Fig. 1: cell classes on the final placement
Bar = 20 um.
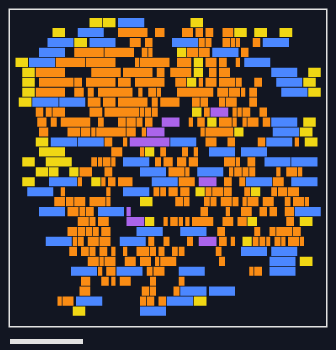
Fig. 2: M2 wires
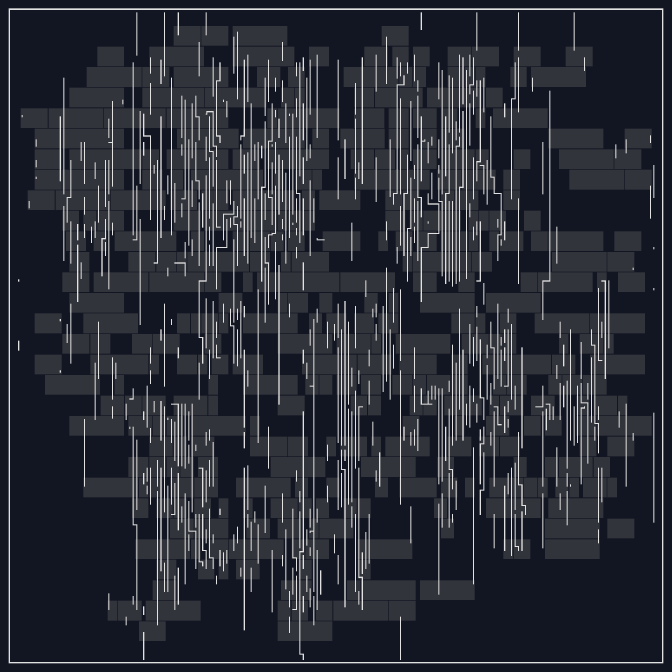
Fig. 3: gate families picked out
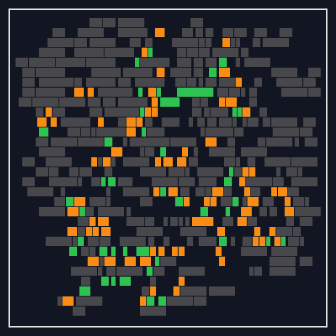
Fig. 4: cell outlines without signal wires
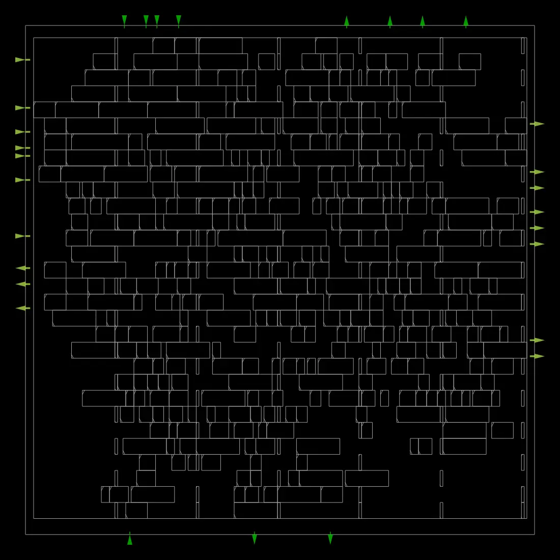
Fig. 5: clock wires, drivers and flops
Bar = 20 um.
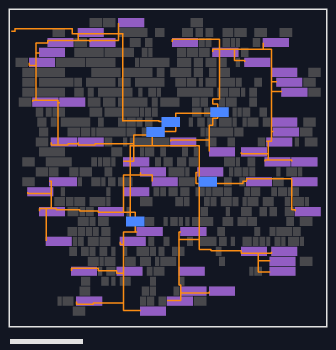
<file path="src/rtl/tmds_pkg.sv">
// Shared TMDS definitions: control-token values, token helpers and the
// receiver alignment state type.
package tmds_pkg;

    localparam logic [9:0] TMDS_TOK_00 = 10'b1101010100;
    localparam logic [9:0] TMDS_TOK_01 = 10'b0010101011;
    localparam logic [9:0] TMDS_TOK_10 = 10'b0101010100;
    localparam logic [9:0] TMDS_TOK_11 = 10'b1010101011;

    typedef enum logic {
        SEARCH = 1'b0,
        LOCKED = 1'b1
    } rx_state_e;

    function automatic logic tmds_is_token(input logic [9:0] sym);
        return (sym == TMDS_TOK_00) || (sym == TMDS_TOK_01) ||
               (sym == TMDS_TOK_10) || (sym == TMDS_TOK_11);
    endfunction

    function automatic logic [1:0] tmds_cd_of(input logic [9:0] sym);
        logic [1:0] code;
        code = 2'b00;
        case (sym)
            TMDS_TOK_01: code = 2'b01;
            TMDS_TOK_10: code = 2'b10;
            TMDS_TOK_11: code = 2'b11;
            default:     code = 2'b00;
        endcase
        return code;
    endfunction

endpackage

</file>
<file path="src/rtl/tmds_symbol_decode.sv">
// Combinational TMDS symbol decoder: one 10-bit symbol to either a control
// code (de=0) or a video byte (de=1).
module tmds_symbol_decode
    import tmds_pkg::*;
(
    input  logic [9:0] sym,
    output logic       de,
    output logic [7:0] vd,
    output logic [1:0] cd
);

    logic [7:0] q;

    always_comb begin
        q  = sym[9] ? ~sym[7:0] : sym[7:0];
        de = !tmds_is_token(sym);
        cd = de ? 2'b00 : tmds_cd_of(sym);
        vd = 8'h00;
        if (de) begin
            vd[0] = q[0];
            // b8 selects between the XOR and XNOR transition chains
            for (int i = 1; i < 8; i++) begin
                vd[i] = sym[8] ? (q[i] ^ q[i-1]) : ~(q[i] ^ q[i-1]);
            end
        end
    end

endmodule

</file>
<file path="src/rtl/tmds_channel_receiver.sv">
// One TMDS lane receiver: finds the 10-bit symbol boundary from control-token
// runs, tracks loss of alignment, and emits decoded video/control per clk.
module tmds_channel_receiver
    import tmds_pkg::*;
#(
    parameter int LOCK_TOKENS  = 8,
    parameter int SEARCH_WORDS = 2048,
    parameter int LOSS_WORDS   = 4096
) (
    input  logic       clk,
    input  logic       reset,
    input  logic [9:0] din,
    output logic [7:0] vd,
    output logic [1:0] cd,
    output logic       de,
    output logic       locked,
    output logic [3:0] align_offset,
    output logic       realign
);

    localparam int TOK_W  = $clog2(LOCK_TOKENS);
    localparam int WAIT_W = $clog2(SEARCH_WORDS);
    localparam int LOSS_W = $clog2(LOSS_WORDS);
    localparam logic [TOK_W-1:0]  TOK_LAST  = TOK_W'(LOCK_TOKENS - 1);
    localparam logic [WAIT_W-1:0] WAIT_LAST = WAIT_W'(SEARCH_WORDS - 1);
    localparam logic [LOSS_W-1:0] LOSS_LAST = LOSS_W'(LOSS_WORDS - 1);

    rx_state_e         state, state_nxt;
    logic [TOK_W-1:0]  tok_cnt, tok_cnt_nxt;
    logic [WAIT_W-1:0] wait_cnt, wait_cnt_nxt;
    logic [LOSS_W-1:0] loss_cnt, loss_cnt_nxt;
    logic [3:0]        off_nxt;
    logic              realign_nxt;

    logic [9:0]  prev_p0;
    logic [19:0] win_p0;
    logic [9:0]  sym_p0;
    logic        dec_de_p0;
    logic [7:0]  dec_vd_p0;
    logic [1:0]  dec_cd_p0;

    // ---- stage p0: previous word captured; symbol selected from the window
    always_ff @(posedge clk) begin
        prev_p0 <= din;
    end

    // Earlier word sits in the low half because bit0 arrives first on the wire
    assign win_p0 = {din, prev_p0};
    assign sym_p0 = 10'(win_p0 >> align_offset);

    tmds_symbol_decode u_decode (
        .sym (sym_p0),
        .de  (dec_de_p0),
        .vd  (dec_vd_p0),
        .cd  (dec_cd_p0)
    );

    always_ff @(posedge clk) begin
        if (reset) begin
            state        <= SEARCH;
            tok_cnt      <= '0;
            wait_cnt     <= '0;
            loss_cnt     <= '0;
            align_offset <= 4'd0;
            realign      <= 1'b0;
        end else begin
            state        <= state_nxt;
            tok_cnt      <= tok_cnt_nxt;
            wait_cnt     <= wait_cnt_nxt;
            loss_cnt     <= loss_cnt_nxt;
            align_offset <= off_nxt;
            realign      <= realign_nxt;
        end
    end

    // Counters are cleared at their terminal value, so none can wrap.
    always_comb begin
        state_nxt    = state;
        tok_cnt_nxt  = tok_cnt;
        wait_cnt_nxt = wait_cnt;
        loss_cnt_nxt = loss_cnt;
        off_nxt      = align_offset;
        realign_nxt  = 1'b0;
        case (state)
            SEARCH: begin
                if (!dec_de_p0) begin
                    if (tok_cnt == TOK_LAST) begin
                        state_nxt    = LOCKED;
                        tok_cnt_nxt  = '0;
                        wait_cnt_nxt = '0;
                        loss_cnt_nxt = '0;
                    end else begin
                        tok_cnt_nxt = tok_cnt + 1'b1;
                    end
                end else begin
                    tok_cnt_nxt = '0;
                    if (wait_cnt == WAIT_LAST) begin
                        wait_cnt_nxt = '0;
                        off_nxt      = (align_offset == 4'd9) ? 4'd0 : align_offset + 4'd1;
                    end else begin
                        wait_cnt_nxt = wait_cnt + 1'b1;
                    end
                end
            end
            LOCKED: begin
                if (!dec_de_p0) begin
                    loss_cnt_nxt = '0;
                end else if (loss_cnt == LOSS_LAST) begin
                    state_nxt    = SEARCH;
                    realign_nxt  = 1'b1;
                    loss_cnt_nxt = '0;
                    tok_cnt_nxt  = '0;
                    wait_cnt_nxt = '0;
                end else begin
                    loss_cnt_nxt = loss_cnt + 1'b1;
                end
            end
            default: state_nxt = SEARCH;
        endcase
    end

    always_comb begin
        locked = (state == LOCKED);
    end

    // ---- stage p1: gated, registered decoder outputs
    always_ff @(posedge clk) begin
        if (reset) begin
            vd <= 8'h00;
            cd <= 2'b00;
            de <= 1'b0;
        end else if (locked) begin
            vd <= dec_vd_p0;
            cd <= dec_cd_p0;
            de <= dec_de_p0;
        end else begin
            vd <= 8'h00;
            cd <= 2'b00;
            de <= 1'b0;
        end
    end

endmodule

</file>
<file path="config.mk">
export PLATFORM = sky130hd
export DESIGN_NAME = tmds_channel_receiver
export DESIGN_NICKNAME = d
export VERILOG_FILES = /design/src/rtl/tmds_pkg.sv /design/src/rtl/tmds_symbol_decode.sv /design/src/rtl/tmds_channel_receiver.sv
export SDC_FILE = /design/constraint.sdc
export NUM_CORES = 1
export LEC_CHECK = 0
export ABC_AREA = 0
export CAP_MARGIN = 10
export CORE_UTILIZATION = 45
export CTS_CLUSTER_DIAMETER = 100
export DETAILED_ROUTE_END_ITERATION = 16
export PLACE_DENSITY = 0.64
export RECOVER_POWER = 50
export SYNTH_ARGS = -nofsm -noshare
export SYNTH_HDL_FRONTEND = slang
export SYNTH_HIERARCHICAL = 1
export SYNTH_SLANG_ARGS = --single-unit
</file>
<file path="constraint.sdc">
create_clock -name clk -period 3.9 [get_ports clk]
set_input_delay 0.39 -clock clk [delete_from_list [all_inputs] [get_ports clk]]
set_output_delay 0.39 -clock clk [all_outputs]
set_load 0.02 [all_outputs]
</file>
==> job_summary.md <==
## Implementation flow summary

| Metric | Value |
|---|---|
| Status | `finished clean` |
| Most used DFF post-synth | `dfxtp_1` |
| CP startpoint kind | `input port` |
| Largest net degree at the start of global routing | `28` |
| Simple-Gate Fraction of Synth Area | `0.240` |
| Syn avg cell area | `9.54 sq um` |
| Die y size | `86.4 um` |
| Worst clock skew | `7.36 ps` |
| Logic area | `1990 sq um` |
| Combinational Gates | `253` |
| Measured slew at the worst slew-check pin | `918 ps` |
| Comb/total area | `0.527` |
| Routed Antenna Nets | `0` |
| Clock buffer count | `7` |
| Pwr top | `registers` |
| Non-Filler Instances | `467` |
| Max Fclk | `272 MHz` |
| Reg-to-reg endpoint | `loss_cnt[9]` |
| GR peak layer | `met2` |
| Drt initial violations | `136` |
| Slowest cell on crit path | `dlygate4sd3_1` |
| Hold buffer count at cts | `0` |
| Number of fill cells | `646` |
| IO Count | `29` |
| Number of enable flip-flop cells | `0` |
| Total chip power | `1.05 mW` |
| RSZ-0062 raised after global routing | `false` |
| Xor/xnor share of the synthesized area | `0.0461` |
| Stages on the worst setup path | `11` |
| Seq pwr | `0.557 mW` |
| FF-to-FF setup slack | `260 ps` |
Notes on Fig. 1 above:
legend:
  purple:
    class: clock drivers and dummy loads
    cells: 8
    share_of_their_area: 3.2%
  orange:
    class: combinational and other logic
    cells: 264
    share_of_their_area: 56%
  blue:
    class: flops
    cells: 53
    share_of_their_area: 29%
  yellow:
    class: other buffers and delay cells
    cells: 46
    share_of_their_area: 12%

Notes on Fig. 2 above:
share of all routed wire: 47%
longest straight run: 36.0 um
GR Util met2: 0.299
Routed Wire Length: 6580 um
vias: 2,661

Notes on Fig. 3 above:
legend:
  green:
    family: NAND gates
    cells: 43
    most_used: nand2_1
  orange:
    family: inverting AOI/OAI gates
    cells: 77
    most_used: a21oi_1

Notes on Fig. 4 above:
tap cells: 96
Finished Core Util: 0.551
core area: 6830 sq um
Flop Count: 53

Notes on Fig. 5 above:
legend:
  orange:
    item: clock wires
    length: 664 um
  purple:
    item: flip-flops
    count: 53
  blue:
    item: clock drivers
    count: 5
flops lie: widely spread
Insertion Delay late pin: 300 ps
Clk pwr share: 0.372
clk pwr: 0.390 mW

No activity file was given, so power comes from the tool's default toggle rates.
